<file path="config.mk">
export PLATFORM = sky130hd
export DESIGN_NAME = dff_universal_reg
export DESIGN_NICKNAME = d
export VERILOG_FILES = /design/src/rtl/dff_universal_reg.sv
export SDC_FILE = /design/constraint.sdc
export NUM_CORES = 1
export LEC_CHECK = 0
export ABC_CLOCK_PERIOD_IN_PS = 1150
export CAP_MARGIN = 20
export CORE_ASPECT_RATIO = 1.75
export CORE_UTILIZATION = 30
export CTS_CLUSTER_SIZE = 12
export DETAILED_ROUTE_END_ITERATION = 16
export PLACE_DENSITY_LB_ADDON = 0.08
export SKIP_CTS_REPAIR_TIMING = 1
export SYNTH_ARGS = -nofsm -noshare
export SYNTH_HDL_FRONTEND = slang
export SYNTH_SLANG_ARGS = --single-unit
</file>
<file path="constraint.sdc">
create_clock -name Clk -period 1.15 [get_ports Clk]
set_input_delay 0.1725 -clock Clk [delete_from_list [all_inputs] [get_ports Clk]]
set_output_delay 0.1725 -clock Clk [all_outputs]
set_load 0.05 [all_outputs]
</file>
<file path="src/rtl/dff_universal_reg.sv">
// Universal shift/load register with edge flags, STAGES-deep history line and a history-valid flag.
// Q updates one edge after inputs; Q_dly trails Q by STAGES edges; no backpressure, all state free-runs on Clk.
module dff_universal_reg #(
    parameter int WIDTH  = 8,
    parameter int STAGES = 3
) (
    input  logic             Clk,
    input  logic             Rst,
    input  logic             En,
    input  logic [1:0]       Mode,
    input  logic [WIDTH-1:0] D,
    input  logic             SinL,
    input  logic             SinR,
    output logic [WIDTH-1:0] Q,
    output logic [WIDTH-1:0] Q_dly,
    output logic             Dly_valid,
    output logic [WIDTH-1:0] Rise,
    output logic [WIDTH-1:0] Fall
);

    typedef enum logic [1:0] {
        MODE_HOLD = 2'b00,
        MODE_LOAD = 2'b01,
        MODE_SHL  = 2'b10,
        MODE_SHR  = 2'b11
    } mode_e;

    localparam int              CNT_W   = $clog2(STAGES + 1);
    localparam logic [CNT_W-1:0] CNT_MAX = CNT_W'(STAGES);

    logic [WIDTH-1:0] r_q;
    logic [WIDTH-1:0] r_q_prev;
    logic [WIDTH-1:0] r_dly [STAGES];
    logic [CNT_W-1:0] r_cnt;
    logic [WIDTH-1:0] w_q_nxt;
    mode_e            w_mode;

    assign w_mode = mode_e'(Mode);

    always_comb begin
        w_q_nxt = r_q;
        if (En) begin
            case (w_mode)
                MODE_HOLD: w_q_nxt = r_q;
                MODE_LOAD: w_q_nxt = D;
                MODE_SHL:  w_q_nxt = {r_q[WIDTH-2:0], SinL};
                MODE_SHR:  w_q_nxt = {SinR, r_q[WIDTH-1:1]};
                default:   w_q_nxt = r_q;
            endcase
        end
    end

    // Q_prev, the history line and the counter ignore En so edge flags and
    // delayed history stay aligned to real clock edges.
    always_ff @(posedge Clk) begin
        if (Rst) begin
            r_q      <= '0;
            r_q_prev <= '0;
            r_cnt    <= '0;
            for (int i = 0; i < STAGES; i++) begin
                r_dly[i] <= '0;
            end
        end else begin
            r_q      <= w_q_nxt;
            r_q_prev <= r_q;
            r_dly[0] <= r_q;
            for (int i = 1; i < STAGES; i++) begin
                r_dly[i] <= r_dly[i-1];
            end
            if (r_cnt != CNT_MAX) begin
                r_cnt <= r_cnt + CNT_W'(1);
            end
        end
    end

    assign Q         = r_q;
    assign Q_dly     = r_dly[STAGES-1];
    assign Dly_valid = (r_cnt == CNT_MAX);
    assign Rise      = r_q & ~r_q_prev;
    assign Fall      = ~r_q & r_q_prev;

endmodule

</file>
Gate families picked out:
(6 px per µm)
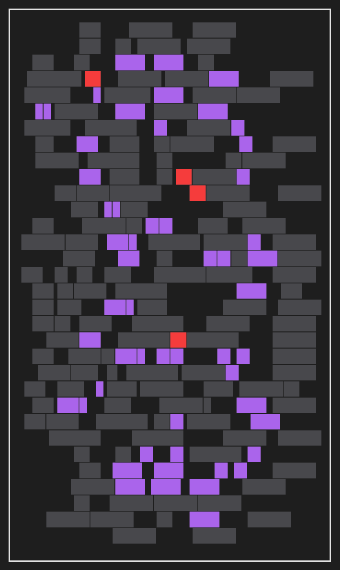
family	colour	cells
nor cells	purple	54
and/or cells	red	4

Cell sizes after repair:
(6 px per µm)
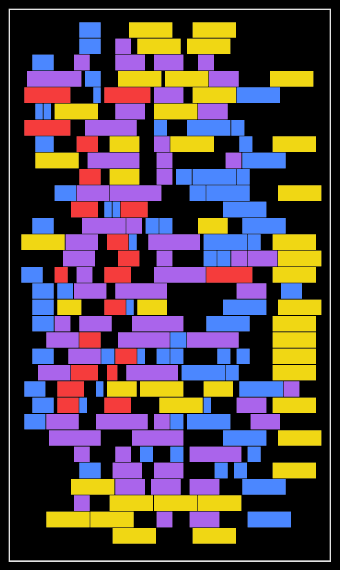
size	colour	cells
x6 and larger	yellow	43
x1 and smaller	blue	69
x3 and x4	purple	59
x2	red	20

Placement view:
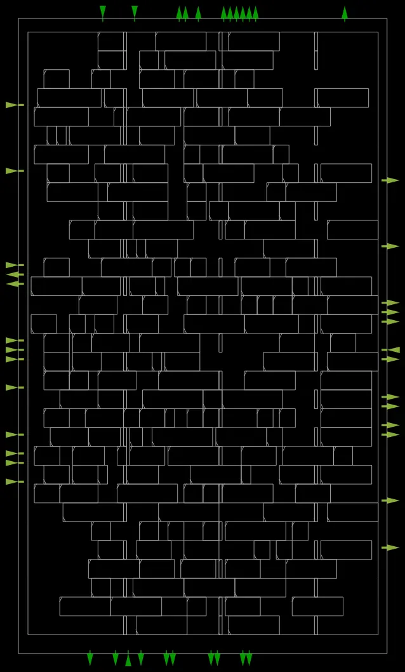
row cnt: 32
Seq area share: 27.5%
final core utilization: 61.0%
fillers: 381

Port wiring:
(4 px per µm)
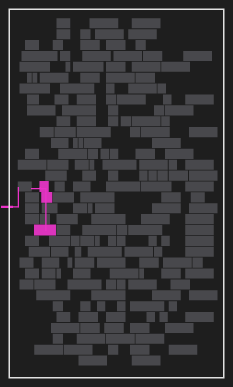
port	colour	direction	end cells	buffers	wire
En	magenta	input	3	1	21.1 µm

I/O pins on the die edge:
(6 px per µm) Pins as bars across the die edge, other pins in grey.
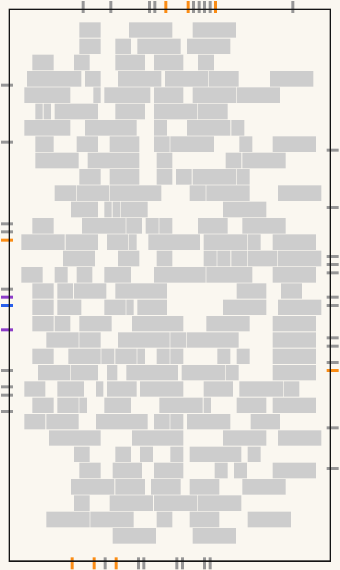
port	colour	pins	direction	edge
En	blue	1	input	left
Q	orange	8	output	3 top, 3 bottom, 1 left, 1 right
Mode	purple	2	input	left
all pins by edge	13 left, 13 right, 12 top, 10 bottom

==> impl_metrics.py <==
# Metrics from the implementation run
metrics = {
    "critical_path": {
        "setup.worst_path.start": "Mode[1]",
        "critPathRequiredTime_ns": 1.31,
        "cp_slowest_cell": "clkdlybuf4s50_1",
        "worstSetupStartpointType": "primary input",
        "reg2regPathDepth": 4,
        "crit_type": "in2reg",
    },
    "final_timing": {
        "final.min_clock_period_ns": 1.18,
        "fin_setup_tns_ns": -0.0580,
        "tightest_slew_ns": 0.255,
        "finClkSkew_ns": 0.00386,
        "rsz0062_at_grt": "true",
        "final_max_slew_viol_count": 0,
        "setup_ws_ns": -0.0290,
        "finalSetupViolCount": 4,
        "hold_viol": 0,
    },
    "global_route": {
        "met3_usage_pct": 4.48,
        "grt_pass1_wl_um": 4620,
    },
    "min_path": {
        "hp-start": "r_dly[0][11]$_SDFF_PP0_",
        "hold_path_end": "r_dly[0][19]$_SDFF_PP0_",
    },
    "cts": {
        "cts_tree": "yes",
        "clock-root-buffer": "clkbuf_8",
        "cts_buffers": 5,
    },
    "power_and_ir_drop": {
        "maxPowerGroup": "registers",
        "power_leakage_nw": 1.10,
        "swShare_pct": 28.7,
        "p_clk_share_pct": 27.0,
        "irDropWorstVdd_mv": 0.859,
        "p_int_w": 0.00228,
    },
    "final_layout": {
        "nonClkBufAreaFrac_pct": 37.5,
        "logic_gates": 80,
        "seq_cell_count": 34,
    },
    "run_status": {
        "violations": "setup timing",
        "status": "finished with violations",
    },
    "die": {
        "die_x_um": 53.3,
        "fp_util_pct": 31.3,
    },
    "drt": {
        "vias": 1103,
        "dr_wl_met2_um": 1730,
        "drt_pass1_iterations": 4,
        "routed_wl_um": 2950,
        "wl_met1_um": 1030,
    },
    "synth": {
        "ys_cells": 126,
        "netlist_area_mm2": 0.00138,
        "most_common_cell": "nor2b_1",
        "common_cells": "36 x nor2b_1, 34 x dfxtp_1, 10 x nor2_1",
        "fp_nets": 142,
    },
}
